==> config.mk <==
export PLATFORM = sky130hd
export DESIGN_NAME = ccff_loader_flat
export DESIGN_NICKNAME = d
export VERILOG_FILES = /design/src/rtl/ccff_loader_pkg.sv /design/src/rtl/ccff_loader_if.sv /design/src/rtl/ccff_loader_word_fifo.sv /design/src/rtl/ccff_loader.sv /design/src/flat_wrapper.sv
export SDC_FILE = /design/constraint.sdc
export NUM_CORES = 1
export LEC_CHECK = 0
export CORE_MARGIN = 2
export CORE_UTILIZATION = 59
export DETAILED_ROUTE_END_ITERATION = 10
export PLACE_DENSITY = 0.81
export SYNTH_ARGS = -nofsm -noshare
export SYNTH_HDL_FRONTEND = slang
export SYNTH_HIERARCHICAL = 1
export SYNTH_SLANG_ARGS = --single-unit
==> constraint.sdc <==
create_clock -name wb_clk_i -period 9 [get_ports wb_clk_i]
set_input_delay 0.9 -clock wb_clk_i [delete_from_list [all_inputs] [get_ports wb_clk_i]]
set_output_delay 0.9 -clock wb_clk_i [all_outputs]
set_load 0.1 [all_outputs]
==> src/rtl/ccff_loader_pkg.sv <==
// Shared definitions for the configuration-chain loader: register offsets,
// CTRL/STATUS bit positions and the loader FSM state type.
package ccff_pkg;

  localparam logic [2:0] REG_CTRL    = 3'd0;
  localparam logic [2:0] REG_STATUS  = 3'd1;
  localparam logic [2:0] REG_DATA    = 3'd2;
  localparam logic [2:0] REG_LEN     = 3'd3;
  localparam logic [2:0] REG_CLKDIV  = 3'd4;
  localparam logic [2:0] REG_SHIFTED = 3'd5;

  localparam int unsigned CTRL_START = 0;
  localparam int unsigned CTRL_ABORT = 1;
  localparam int unsigned CTRL_ISOL  = 2;
  localparam int unsigned CTRL_TEST  = 3;
  localparam int unsigned CTRL_IE    = 4;

  localparam int unsigned ST_BUSY    = 0;
  localparam int unsigned ST_DONE    = 1;
  localparam int unsigned ST_FULL    = 2;
  localparam int unsigned ST_EMPTY   = 3;
  localparam int unsigned ST_OVF     = 4;
  localparam int unsigned ST_CNT_LSB = 8;

  typedef enum logic [2:0] {
    S_IDLE,
    S_PRST,
    S_LOAD,
    S_LOW,
    S_HIGH,
    S_DONE
  } ccff_state_e;

endpackage

==> src/rtl/ccff_loader_if.sv <==
// Wishbone slave bus bundle for the loader; signal names match the wrapper pins.
interface ccff_loader_if;
  logic        wbs_stb_i;
  logic        wbs_cyc_i;
  logic        wbs_we_i;
  logic [3:0]  wbs_sel_i;
  logic [31:0] wbs_adr_i;
  logic [31:0] wbs_dat_i;
  logic        wbs_ack_o;
  logic [31:0] wbs_dat_o;

  modport slave (
    input  wbs_stb_i, wbs_cyc_i, wbs_we_i, wbs_sel_i, wbs_adr_i, wbs_dat_i,
    output wbs_ack_o, wbs_dat_o
  );

  modport master (
    output wbs_stb_i, wbs_cyc_i, wbs_we_i, wbs_sel_i, wbs_adr_i, wbs_dat_i,
    input  wbs_ack_o, wbs_dat_o
  );
endinterface

==> src/rtl/ccff_loader_word_fifo.sv <==
// Synchronous 32-bit word FIFO with flush; a push into a full FIFO is
// accepted only when a pop happens in the same cycle.
module ccff_word_fifo #(
  parameter int unsigned DEPTH = 4,
  parameter int unsigned CNT_W = $clog2(DEPTH) + 1
) (
  input  logic             clk_i,
  input  logic             rst_i,
  input  logic             flush_i,
  input  logic             push_i,
  input  logic [31:0]      wdata_i,
  input  logic             pop_i,
  output logic [31:0]      rdata_o,
  output logic             full_o,
  output logic             empty_o,
  output logic [CNT_W-1:0] count_o
);
  localparam int unsigned PTR_W = $clog2(DEPTH);

  logic [31:0]      mem_q [DEPTH];
  logic [PTR_W-1:0] wr_ptr_q, rd_ptr_q;
  logic [CNT_W-1:0] count_q;
  logic             do_push, do_pop;

  assign empty_o = (count_q == '0);
  assign full_o  = (count_q == CNT_W'(DEPTH));
  assign count_o = count_q;
  assign rdata_o = mem_q[rd_ptr_q];

  assign do_pop  = pop_i & ~empty_o;
  assign do_push = push_i & (~full_o | do_pop);

  always_ff @(posedge clk_i) begin
    if (do_push && !flush_i && !rst_i) mem_q[wr_ptr_q] <= wdata_i;
  end

  always_ff @(posedge clk_i) begin
    if (rst_i || flush_i) begin
      wr_ptr_q <= '0;
      rd_ptr_q <= '0;
      count_q  <= '0;
    end else begin
      if (do_push) wr_ptr_q <= wr_ptr_q + 1'b1;
      if (do_pop)  rd_ptr_q <= rd_ptr_q + 1'b1;
      case ({do_push, do_pop})
        2'b10:   count_q <= count_q + 1'b1;
        2'b01:   count_q <= count_q - 1'b1;
        default: count_q <= count_q;
      endcase
    end
  end

endmodule

==> src/rtl/ccff_loader.sv <==
// Wishbone-controlled loader that resets the fabric configuration chain and
// shifts buffered bitstream words LSB-first into ccff_head on a divided prog_clk.
module ccff_loader
  import ccff_pkg::*;
#(
  parameter int unsigned FIFO_DEPTH  = 4,
  parameter int unsigned LEN_W       = 24,
  parameter int unsigned PRST_CYCLES = 16
) (
  input  logic                wb_clk_i,
  input  logic                wb_rst_i,
  ccff_loader_if.slave        wbs,
  output logic                prog_clk,
  output logic                prog_reset,
  output logic                ccff_head,
  input  logic                ccff_tail,
  output logic                isol_n,
  output logic                test_enable,
  output logic                irq
);
  localparam int unsigned CNT_W  = $clog2(FIFO_DEPTH) + 1;
  localparam int unsigned PRST_W = $clog2(PRST_CYCLES + 1);

  ccff_state_e       state_q, state_d;
  logic              ack_q, ack_d;
  logic [31:0]       dat_o_q, dat_o_d;
  logic              isol_q, isol_d, test_q, test_d, ie_q, ie_d;
  logic              done_q, done_d, ovf_q, ovf_d;
  logic [LEN_W-1:0]  len_q, len_d, shifted_q, shifted_d, shifted_inc;
  logic [7:0]        clkdiv_q, clkdiv_d, divcnt_q, divcnt_d;
  logic [31:0]       shreg_q, shreg_d, rdback_q, rdback_d;
  logic [4:0]        bitcnt_q, bitcnt_d;
  logic              have_word_q, have_word_d;
  logic [PRST_W-1:0] prst_cnt_q, prst_cnt_d;

  logic              wb_req, wr_req;
  logic [2:0]        reg_sel;
  logic              wr_ctrl, start_w, abort_w, data_wr;
  logic              fifo_pop, fifo_full, fifo_empty;
  logic [31:0]       fifo_rdata;
  logic [CNT_W-1:0]  fifo_count;
  logic [31:0]       rd_data;
  logic              unused_ok;

  assign unused_ok = ^{wbs.wbs_sel_i, wbs.wbs_adr_i[31:5], wbs.wbs_adr_i[1:0]};

  assign wb_req  = wbs.wbs_stb_i & wbs.wbs_cyc_i & ~ack_q;
  assign wr_req  = wb_req & wbs.wbs_we_i;
  assign reg_sel = wbs.wbs_adr_i[4:2];
  assign wr_ctrl = wr_req && (reg_sel == REG_CTRL);
  assign start_w = wr_ctrl & wbs.wbs_dat_i[CTRL_START];
  assign abort_w = wr_ctrl & wbs.wbs_dat_i[CTRL_ABORT];
  assign data_wr = wr_req && (reg_sel == REG_DATA);
  assign shifted_inc = shifted_q + 1'b1;

  ccff_word_fifo #(
    .DEPTH (FIFO_DEPTH),
    .CNT_W (CNT_W)
  ) u_fifo (
    .clk_i   (wb_clk_i),
    .rst_i   (wb_rst_i),
    .flush_i (abort_w),
    .push_i  (data_wr),
    .wdata_i (wbs.wbs_dat_i),
    .pop_i   (fifo_pop),
    .rdata_o (fifo_rdata),
    .full_o  (fifo_full),
    .empty_o (fifo_empty),
    .count_o (fifo_count)
  );

  always_comb begin
    rd_data = '0;
    case (reg_sel)
      REG_CTRL:    rd_data = {27'b0, ie_q, test_q, isol_q, 2'b00};
      REG_STATUS:  rd_data = {16'b0, 8'(fifo_count), 3'b0, ovf_q, fifo_empty,
                              fifo_full, done_q, state_q != S_IDLE};
      REG_DATA:    rd_data = rdback_q;
      REG_LEN:     rd_data = 32'(len_q);
      REG_CLKDIV:  rd_data = {24'b0, clkdiv_q};
      REG_SHIFTED: rd_data = 32'(shifted_q);
      default:     rd_data = '0;
    endcase
  end

  always_comb begin
    state_d     = state_q;
    ack_d       = wb_req;
    dat_o_d     = (wb_req && !wbs.wbs_we_i) ? rd_data : '0;
    isol_d      = isol_q;
    test_d      = test_q;
    ie_d        = ie_q;
    done_d      = done_q;
    ovf_d       = ovf_q;
    len_d       = len_q;
    clkdiv_d    = clkdiv_q;
    shifted_d   = shifted_q;
    divcnt_d    = divcnt_q;
    shreg_d     = shreg_q;
    rdback_d    = rdback_q;
    bitcnt_d    = bitcnt_q;
    have_word_d = have_word_q;
    prst_cnt_d  = prst_cnt_q;
    fifo_pop    = 1'b0;

    if (wr_ctrl) begin
      isol_d = wbs.wbs_dat_i[CTRL_ISOL];
      test_d = wbs.wbs_dat_i[CTRL_TEST];
      ie_d   = wbs.wbs_dat_i[CTRL_IE];
    end
    if (wr_req && reg_sel == REG_STATUS) begin
      if (wbs.wbs_dat_i[ST_DONE]) done_d = 1'b0;
      if (wbs.wbs_dat_i[ST_OVF])  ovf_d  = 1'b0;
    end
    if (wr_req && reg_sel == REG_LEN)    len_d    = wbs.wbs_dat_i[LEN_W-1:0];
    if (wr_req && reg_sel == REG_CLKDIV) clkdiv_d = wbs.wbs_dat_i[7:0];

    case (state_q)
      S_IDLE: begin
        if (start_w && !abort_w) begin
          if (len_q == '0) begin
            state_d = S_DONE;
          end else begin
            shifted_d  = '0;
            prst_cnt_d = '0;
            state_d    = S_PRST;
          end
        end
      end
      S_PRST: begin
        if (prst_cnt_q == PRST_W'(PRST_CYCLES - 1)) state_d = S_LOAD;
        else prst_cnt_d = prst_cnt_q + 1'b1;
      end
      S_LOAD: begin
        divcnt_d = '0;
        if (have_word_q) begin
          state_d = S_LOW;
        end else if (!fifo_empty) begin
          fifo_pop    = 1'b1;
          shreg_d     = fifo_rdata;
          have_word_d = 1'b1;
          bitcnt_d    = '0;
          state_d     = S_LOW;
        end
      end
      S_LOW: begin
        if (divcnt_q == clkdiv_q) begin
          rdback_d = {ccff_tail, rdback_q[31:1]};
          divcnt_d = '0;
          state_d  = S_HIGH;
        end else begin
          divcnt_d = divcnt_q + 1'b1;
        end
      end
      S_HIGH: begin
        if (divcnt_q == clkdiv_q) begin
          divcnt_d  = '0;
          shifted_d = shifted_inc;
          shreg_d   = shreg_q >> 1;
          bitcnt_d  = bitcnt_q + 1'b1;
          if (shifted_inc == len_q) begin
            have_word_d = 1'b0;
            state_d     = S_DONE;
          end else if (bitcnt_q == 5'd31) begin
            have_word_d = 1'b0;
            state_d     = S_LOAD;
          end else begin
            state_d = S_LOW;
          end
        end else begin
          divcnt_d = divcnt_q + 1'b1;
        end
      end
      S_DONE: begin
        done_d  = 1'b1;
        state_d = S_IDLE;
      end
      default: state_d = S_IDLE;
    endcase

    // Overflow only when the word cannot be absorbed by a same-cycle pop.
    if (data_wr && fifo_full && !fifo_pop) ovf_d = 1'b1;

    if (abort_w) begin
      state_d     = S_IDLE;
      have_word_d = 1'b0;
      done_d      = 1'b0;
    end
  end

  always_ff @(posedge wb_clk_i) begin
    if (wb_rst_i) begin
      state_q     <= S_IDLE;
      ack_q       <= 1'b0;
      dat_o_q     <= '0;
      isol_q      <= 1'b0;
      test_q      <= 1'b0;
      ie_q        <= 1'b0;
      done_q      <= 1'b0;
      ovf_q       <= 1'b0;
      len_q       <= '0;
      clkdiv_q    <= '0;
      shifted_q   <= '0;
      divcnt_q    <= '0;
      shreg_q     <= '0;
      rdback_q    <= '0;
      bitcnt_q    <= '0;
      have_word_q <= 1'b0;
      prst_cnt_q  <= '0;
    end else begin
      state_q     <= state_d;
      ack_q       <= ack_d;
      dat_o_q     <= dat_o_d;
      isol_q      <= isol_d;
      test_q      <= test_d;
      ie_q        <= ie_d;
      done_q      <= done_d;
      ovf_q       <= ovf_d;
      len_q       <= len_d;
      clkdiv_q    <= clkdiv_d;
      shifted_q   <= shifted_d;
      divcnt_q    <= divcnt_d;
      shreg_q     <= shreg_d;
      rdback_q    <= rdback_d;
      bitcnt_q    <= bitcnt_d;
      have_word_q <= have_word_d;
      prst_cnt_q  <= prst_cnt_d;
    end
  end

  assign wbs.wbs_ack_o = ack_q;
  assign wbs.wbs_dat_o = dat_o_q;
  assign prog_clk      = (state_q == S_HIGH);
  assign prog_reset    = (state_q == S_PRST);
  assign ccff_head     = ((state_q == S_LOW) || (state_q == S_HIGH)) & shreg_q[0];
  assign isol_n        = isol_q;
  assign test_enable   = test_q;
  assign irq           = ie_q & (done_q | ovf_q);

endmodule

==> src/flat_wrapper.sv <==
// flat-port wrapper written by rule: the top's interface ports become plain ports
module ccff_loader_flat import ccff_pkg::*;
#(
  parameter int unsigned FIFO_DEPTH  = 4,
  parameter int unsigned LEN_W       = 24,
  parameter int unsigned PRST_CYCLES = 16
)
  (wb_clk_i, wb_rst_i, prog_clk, prog_reset, ccff_head, ccff_tail, isol_n, test_enable, irq, wbs_wbs_stb_i, wbs_wbs_cyc_i, wbs_wbs_we_i, wbs_wbs_sel_i, wbs_wbs_adr_i, wbs_wbs_dat_i, wbs_wbs_ack_o, wbs_wbs_dat_o);
  ccff_loader_if wbs_i ();
  input  logic wb_clk_i;
  input  logic wb_rst_i;
  output logic prog_clk;
  output logic prog_reset;
  output logic ccff_head;
  input  logic ccff_tail;
  output logic isol_n;
  output logic test_enable;
  output logic irq;
  input wire logic [$bits(wbs_i.wbs_stb_i)-1:0] wbs_wbs_stb_i;
  input wire logic [$bits(wbs_i.wbs_cyc_i)-1:0] wbs_wbs_cyc_i;
  input wire logic [$bits(wbs_i.wbs_we_i)-1:0] wbs_wbs_we_i;
  input wire logic [$bits(wbs_i.wbs_sel_i)-1:0] wbs_wbs_sel_i;
  input wire logic [$bits(wbs_i.wbs_adr_i)-1:0] wbs_wbs_adr_i;
  input wire logic [$bits(wbs_i.wbs_dat_i)-1:0] wbs_wbs_dat_i;
  output wire logic [$bits(wbs_i.wbs_ack_o)-1:0] wbs_wbs_ack_o;
  output wire logic [$bits(wbs_i.wbs_dat_o)-1:0] wbs_wbs_dat_o;
  assign wbs_i.wbs_stb_i = wbs_wbs_stb_i;
  assign wbs_i.wbs_cyc_i = wbs_wbs_cyc_i;
  assign wbs_i.wbs_we_i = wbs_wbs_we_i;
  assign wbs_i.wbs_sel_i = wbs_wbs_sel_i;
  assign wbs_i.wbs_adr_i = wbs_wbs_adr_i;
  assign wbs_i.wbs_dat_i = wbs_wbs_dat_i;
  assign wbs_wbs_ack_o = wbs_i.wbs_ack_o;
  assign wbs_wbs_dat_o = wbs_i.wbs_dat_o;
  ccff_loader #(.FIFO_DEPTH(FIFO_DEPTH), .LEN_W(LEN_W), .PRST_CYCLES(PRST_CYCLES)) u_core (.wb_clk_i(wb_clk_i), .wb_rst_i(wb_rst_i), .wbs(wbs_i), .prog_clk(prog_clk), .prog_reset(prog_reset), .ccff_head(ccff_head), .ccff_tail(ccff_tail), .isol_n(isol_n), .test_enable(test_enable), .irq(irq));
endmodule
Fig. 1: run 1, cell outlines without signal wires
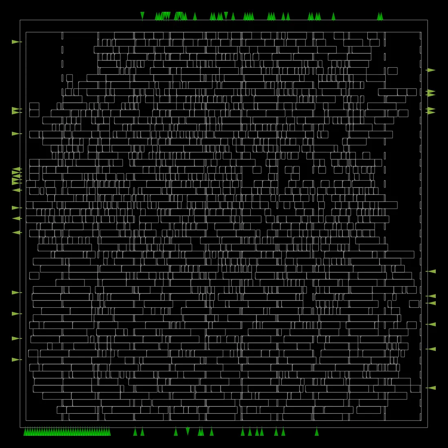
num rows: 55
Core Area: 22800 um^2
final core occ: 0.695
FFs & Latches: 317

Fig. 2: run 1, routed clock nets over the placement
Scale bar: 50 um.
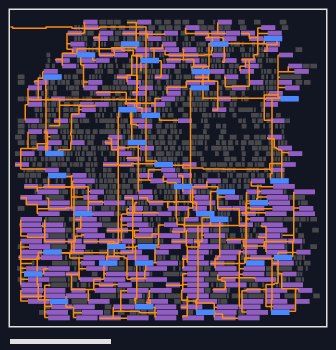
orange -> clock wires  # length 3530 um
purple -> flip-flops  # count 317
blue -> cells driving clock nets  # count 34
flops lie = widely spread
routed clock nets = 35

Fig. 3: run 1, signal wires on met2
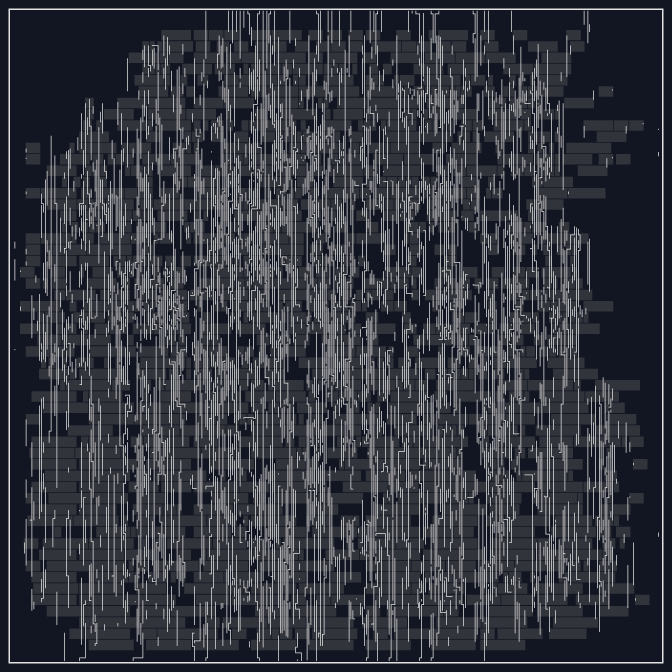
main direction = vertical
wire length on this layer = 15700 um
met2 Use GR: 0.435
final wirelength: 32700 um
Via Count: 10500

Fig. 4: run 1, placed cells, one colour a class
Scale bar: 50 um.
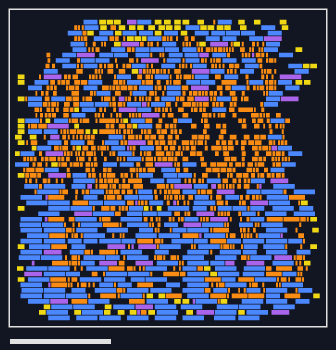
purple -> clock drivers and dummy loads  # cells 62
blue -> flops  # cells 317
orange -> all other logic  # cells 918
yellow -> other buffers and delay cells  # cells 91
Seq/total area: 0.482
Final Instance Area: 15800 um^2

==> results.yml, run 1 <==
# implementation run metrics
run_status:
  status: "completed"
routing:
  wl_met1_um: 13300
  drcViolationCount: 0
  drt-vias-per-instance: 6.18
  routedWlPerCell_um: 19.2
  highest_layer: "met4"
  drt-initial-drc-count: 898
  wl_met3_um: 2310
  ant_nets: 0
  drt-pass1-iter-count: 6
  wl_met2_um: 15700
critical_path:
  r2r_slack_ns: 5.25
  cpMaxStageDelayCell: "nor4_1"
  arrival_ns: 4.64
  reg2reg_depth: 12
  crit_chain: "clkdlybuf4s50_1 -> nor4_1 -> a21bo_2 -> nand4b_1 -> a21o_1 -> a21oi_1 -> nor2_1"
  critical_path_cell_count: 7
  critical_path.max_stage_delay_ns: 1.06
  path_buffers: 1
  path_delay_family: "simple AND/OR/NAND/NOR gates"
  crit_type: "input port to flop"
  timing.rr.end: "u_core/u_fifo/count_o[2]"
  critPathLaunch: "wbs_wbs_adr_i[4]"
  crit_path_end: "u_core/shifted_q[10]"
  crit_required_ns: 9.37
  cp-start-kind: "input port"
  crit_path_end_kind: "flop"
  r2r-start: "u_core/u_fifo/count_o[0]"
grt:
  grt_start_max_net_pins: 80
  grt_overflow: 0
  grt_use_met1: 0.358
  track_usage: 0.269
  grt_pass1_vias: 9983
  grt.busiest_layer: "met2"
  use_met3: 0.0347
  antenna_found_initial: 0
  grt_pass1_wl_um: 51800
min_path:
  hold_path_startpoint: "u_core/rdback_q[0]"
  hp-class: "flop to flop"
  min_to: "u_core/rdback_q[0]"
  hold_depth: 2
clock_network:
  clkLatencyLatePin_ns: 0.52
  h-tree-depth: 2
  cts_tree: "built"
  cts-resized-gates: 0
  cts_setup_buffers: 0
  cts-root-buf: "clkbuf_16"
  clockBufferDepth: 3
  cts_made_buffers: 34
  clock_sinks: 317
  cts_hold_buf: 0
  clkSlewWorstSetupHoldPaths_ns: 0.06
synth:
  top_cell: "nand2_1"
  syn_area_um2: 13800
  synth-async-reset-ratio: 0
  top_area_frac: 0.278
  simple_gate_share: 0.178
  synth_cells: 1329
  area_leaders: "edfxtp_1 28%, dfxtp_1 27%, mux4_2 5.5%, nand2_1 5.5%, a21oi_1 4.2%"
  postSynthAreaPerCell_um2: 10.4
  ys_ff: 317
  logic_family: "simple AND/OR/NAND/NOR gates"
  yosysTopAreaCell: "edfxtp_1"
  synth_cell_types: 73
  yosysSeqAreaShare: 0.552
  edf_count: 128
  ys_warn_count: 6
  synth.area.mux_share: 0.0771
  fa_ha_area_frac: 0.0114
  top_cells_by_count: "203 x nand2_1, 189 x dfxtp_1, 138 x nor2_1"
  ff_type: "dfxtp_1"
  xor_share: 0.0292
  synthesis.nets: 1415
  ys_chip_area_um2: 13800
  aoi_share: 0.120
  ys_cells: 1329
final_layout:
  layout.area.comb_um2: 5760
  lay_top_count: "nand2_1"
  drive_gt1_frac: 0.0958
  lay_top_cells: "202 x nand2_1, 188 x dfxtp_1, 138 x nor2_1"
  final_cells: 1701
  n_fill_cell: 1660
  nNetsFinal: 1448
  seqCellArea_um2: 7630
  antennaDiodeCount: 0
  area_delta_synth_final_pct: 14.7
final_timing:
  setup-violations-final: 0
  whs_ns: 0.456
  relSlewSlack: 0.175
  tightestPinTransition_ns: 1.23
  rsz0062_at_grt: "false"
  final.setup.worst_slack_ns: 4.73
  fin_skew_ns: 0.0112
  final-max-slew-violation-count: 0
  fin_setup_tns_ns: 0
  finalCriticalPeriod_ns: 4.27
  fmax_mhz: 234
  hold_violations: 0
placed_design:
  dp_hpwl_um: 20700
  io_buffers: 79
  place_ws_ns: 4.29
  post_dp_cell_area_um2: 14700
  numPlacedInstances: 1638
  place_congestion: 0.926
flow_run:
  timing.max_cap.violations: 0
  tool_warnings: 62
die:
  io_pins: 113
  die_w_um: 157
  die_area_um2: 24700
  fp_util: 0.606
  die_height_um: 157
power_and_ir_drop:
  leakagePower_uw: 0.00523
  powerDensity_nw_per_um2: 193
  post-layout-total-power_uw: 3060
  peakVddDrop_mv: 0.165
## run 1: power breakdown
group / switching [uW] / internal [uW] / leakage [uW]
logic: 102 / 51.1 / 0.00202
registers: 12.5 / 1510 / 0.00267
clock network: 566 / 816 / 0.000539
total: 681 / 2370 / 0.00523
## run 1: cell type report
type,instances,area share
sequential,317,0.482
multi-input combinational,899,0.363
clock buffer,49,0.0611
clock inverter,13,0.00916
tap,313,0.0247
inverter,19,0.00450
timing repair buffer,91,0.0555
## run 1: state kept, by name (all words and copies together) (netlist names), 8 cells and up, named ones only
signal and count:
u_core/divcnt_q 8, u_core/rdback_q 32, u_core/u_fifo/mem_q 128, u_core/len_q 24
u_core/wbs.wbs_dat_o 32, u_core/shifted_q 24, u_core/clkdiv_q 8, u_core/shreg_q 32
==> run 1 -> run 2 <==
- CORE_UTILIZATION: 59 -> 53
- PLACE_DENSITY: 0.81 -> 0.77
- clock period: 9 -> 3.9 ns (I/O delays scaled with it)
==> results.yml, run 2 <==
# implementation run metrics
critical_path:
  r2r_slack_ns: 0.40
  r2r-start: "u_core/shifted_q[0]"
  timing.rr.end: "u_core/state_q[1]"
  critPathLaunch: "u_core/shifted_q[0]"
  crit_type: "flop to flop"
  crit_path_end_kind: "flop"
  critical_path.max_stage_delay_ns: 0.59
  crit_required_ns: 4.35
  reg2reg_depth: 8
  cp-start-kind: "flop"
  critical_path_cell_count: 8
power_and_ir_drop:
  post-layout-total-power_uw: 6880
  seq_power_uw: 3510
  powerDensity_nw_per_um2: 432
  pg_clk_uw: 3000
final_timing:
  final.setup.worst_slack_ns: 0.396
  final-max-slew-violation-count: 0
  hold_violations: 0
  relSlewSlack: 0.105
  setup-violations-final: 0
die:
  rows: 59
  die_w_um: 165
  fp_util: 0.535
synth:
  ff_type: "dfxtp_1"
  synthesis.nets: 1415
  syn_area_um2: 13800
  ys_chip_area_um2: 13800
  ys_warn_count: 6
  synth_cell_types: 73
  ys_cells: 1329
  top_cells_by_count: "203 x nand2_1, 189 x dfxtp_1, 138 x nor2_1"
  ys_ff: 317
grt:
  use_met2: 0.405
  antenna_found_initial: 0
  use_met3: 0.0322
  grt_use_met1: 0.329
  track_usage: 0.243
  grt_pass1_wl_um: 52100
  grt.busiest_layer: "met2"
  grt_overflow: 0
final_layout:
  antennaDiodeCount: 0
  area_delta_synth_final_pct: 15.2
  finalCoreUtilization: 0.616
  lay_top_cells: "202 x nand2_1, 188 x dfxtp_1, 138 x nor2_1"
  drive_gt1_frac: 0.0997
  design_area_um2: 15900
min_path:
  min_to: "u_core/prst_cnt_q[0]"
  hold_depth: 2
placed_design:
  place_ws_ns: 0.435
  place_congestion: 0.922
  io_buffers: 79
  numPlacedInstances: 1673
routing:
  drt-initial-drc-count: 799
  ant_nets: 0
  wl_met3_um: 2000
  wl_met2_um: 16000
  highest_layer: "met4"
  drt-pass1-iter-count: 5
clock_network:
  cts_setup_buffers: 0
  cts-root-buf: "clkbuf_16"
  clock_sinks: 317
  clockBufferDepth: 3
run_status:
  status: "completed"
## run 2: cell counts after synthesis
Identical to the previous run, type by type.
## run 2: layout make-up
cell class | count | area, um^2 | share of cell area
Clock buffer | 46 | 892 | 0.0560
Clock inverter | 10 | 136 | 0.00857
Inverter | 19 | 71.3 | 0.00448
Multi-Input combinational cell | 899 | 5760 | 0.362
Sequential cell | 317 | 7630 | 0.479
Tap cell | 335 | 419 | 0.0263
Timing Repair Buffer | 103 | 1010 | 0.0637
## run 2: cells by family (layout without fill, tap and decap cells)
group / after synthesis / count (layout) / synth area share
compound gates: 261 / 261 / 0.120
xor+xnor: 46 / 46 / 0.0292
fa+ha+maj: 12 / 12 / 0.0114
buf+inv: 113 / 178 / 0.0320
flops: 317 / 317 / 0.552
mux: 63 / 63 / 0.0771
simple gates: 517 / 517 / 0.178
Fig. 5: run 2, cell outlines without signal wires
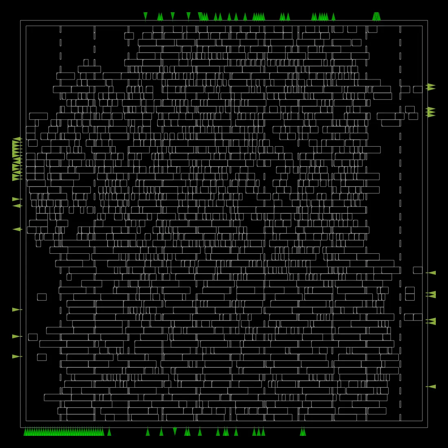
final non-filler cell total: 1729
Fill cells: 2073
Seq/total area: 0.479
Core Area: 25800 um^2
Well Taps: 335

Fig. 6: run 2, gate-type map
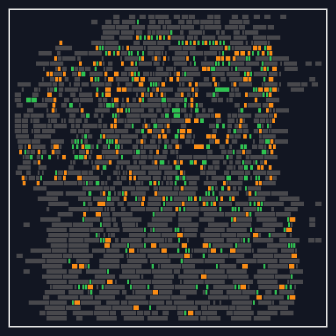
green -> NAND gates  # cells 260
orange -> inverting AOI/OAI gates  # cells 231
combinational share of cell area: 0.362
Top cell excl fill/tap: nand2_1

Fig. 7: run 2, placed cells, one colour a class
Scale bar: 50 um.
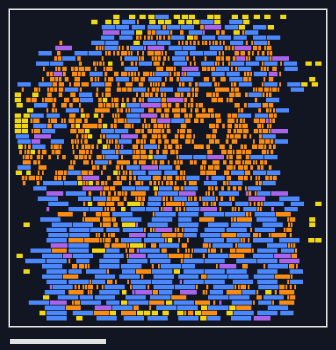
purple -> clock drivers and dummy loads  # cells 56
orange -> all other logic  # cells 918
blue -> flops  # cells 317
yellow -> other buffers and delay cells  # cells 103

==> run 2 -> run 3 <==
- REMOVE_ABC_BUFFERS: not set -> 1
==> results.yml, run 3 <==
# implementation run metrics
critical_path:
  r2r_slack_ns: 0.39
  timing.rr.end: "u_core/have_word_q"
  critical_path.max_stage_delay_ns: 0.59
  critPathLaunch: "u_core/shifted_q[0]"
  r2r-start: "u_core/shifted_q[0]"
  crit_required_ns: 4.28
  reg2reg_depth: 8
  crit_path_end_kind: "flop"
  crit_type: "flop to flop"
  cp-start-kind: "flop"
synth:
  fa_ha_area_frac: 0.0114
  top_area_frac: 0.278
  xor_share: 0.0292
  simple_gate_share: 0.178
  ff_type: "dfxtp_1"
  ys_chip_area_um2: 13800
  ys_ff: 317
  ys_cells: 1329
  synth.area.mux_share: 0.0771
  syn_area_um2: 13800
  logic_family: "simple AND/OR/NAND/NOR gates"
  ys_warn_count: 6
clock_network:
  cts_setup_buffers: 0
  cts-root-buf: "clkbuf_16"
  clockBufferDepth: 3
  clock_sinks: 317
final_timing:
  final-max-slew-violation-count: 0
  final.setup.worst_slack_ns: 0.389
  relSlewSlack: 0.344
  hold_violations: 0
  setup-violations-final: 0
power_and_ir_drop:
  peakVddDrop_mv: 0.331
  post-layout-total-power_uw: 7090
  powerDensity_nw_per_um2: 441
placed_design:
  place_congestion: 0.919
  numPlacedInstances: 1678
  io_buffers: 79
  place_ws_ns: 0.480
final_layout:
  layout.area.comb_um2: 5760
  finalCoreUtilization: 0.622
  final_cells: 1741
  antennaDiodeCount: 0
  drive_gt1_frac: 0.109
  n_fill_cell: 2113
  lay_top_cells: "202 x nand2_1, 188 x dfxtp_1, 138 x nor2_1"
  seqCellArea_um2: 7630
  largest-register: "u_core/u_fifo/mem_q"
  lay_top_count: "nand2_1"
  area_delta_synth_final_pct: 16.3
  design_area_um2: 16100
min_path:
  min_to: "u_core/divcnt_q[0]"
routing:
  highest_layer: "met4"
  wl_met3_um: 1900
  ant_nets: 0
  drt-pass1-iter-count: 5
  drt-initial-drc-count: 760
  wl_met2_um: 16200
die:
  core_um2: 25800
  die_w_um: 165
  fp_util: 0.535
grt:
  grt_overflow: 0
  use_met3: 0.0335
  track_usage: 0.246
  grt_pass1_wl_um: 52800
  grt_use_met1: 0.328
  antenna_found_initial: 0
flow_run:
  timing.max_cap.violations: 0
run_status:
  status: "completed"
run 3: where the power goes:
| group | switching [uW] | internal (uW) |
|---|---|---|
| registers | 27.8 | 3480 |
| logic | 233 | 123 |
| clock network | 1300 | 1920 |
| total | 1560 | 5520 |
run 3: critical path: cells and delay by family (launching register included):
| kind | cells | cell delay, ns |
|---|---|---|
| and+or+nand+nor | 5 | 2.20 |
| AOI/OAI and AO/OA | 1 | 0.14 |
| DFF | 1 | 0.47 |
| adders and majority gates | 1 | 0.37 |
| xor gates and xnor gates | 1 | 0.19 |
run 3: cell type report:
cell class	instances	area share
clock buffers	47	0.0617
clock inverters	15	0.00935
inverters	19	0.00444
multi-input cells	899	0.358
flip-flops and latches	317	0.475
well taps	335	0.0261
repair buffers	109	0.0651
Fig. 8: run 3, signal wires on met2
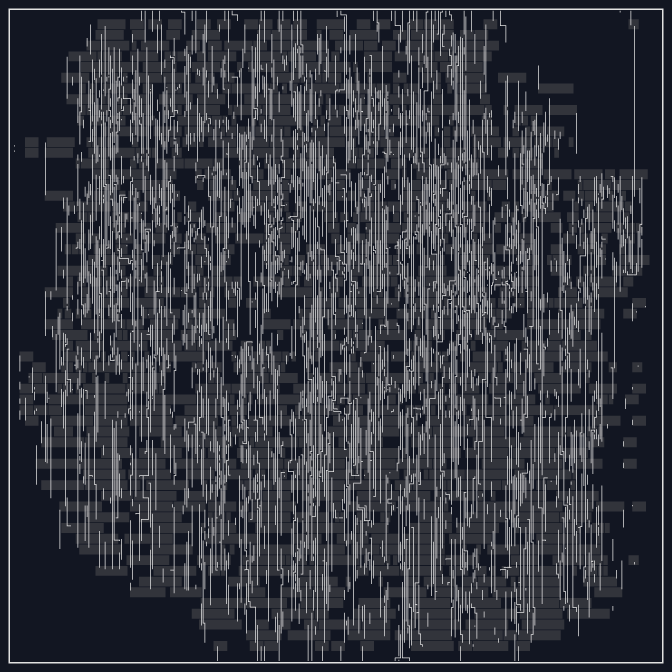
share of all routed wire = 49%
wire length on this layer = 16200 um
nets with wire on the layer = 1227
longest straight run = 68.5 um
main direction = vertical
Via Count: 10400
final wirelength: 33300 um
met2 Use GR: 0.415

Fig. 9: run 3, routed clock nets over the placement
Scale bar: 50 um.
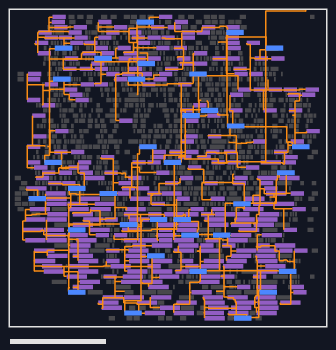
blue -> cells driving clock nets  # count 34
orange -> clock wires  # length 3630 um
purple -> flip-flops  # count 317
flops lie = widely spread
routed clock nets = 35
Clock Latency Late Sink: 0.53 ns
clock power share: 0.455
Clk power: 3220 uW
worst clock skew: 0.0229 ns

Fig. 10: run 3, placed cells, one colour a class
Scale bar: 50 um.
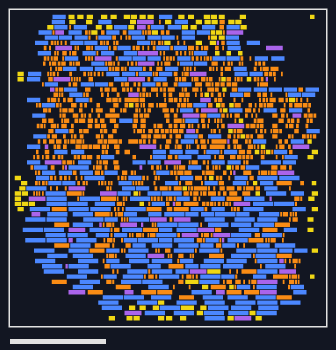
purple -> clock drivers and dummy loads  # cells 62
yellow -> other buffers and delay cells  # cells 109
orange -> all other logic  # cells 918
blue -> flops  # cells 317

Power is estimated from default activity; no workload was simulated.
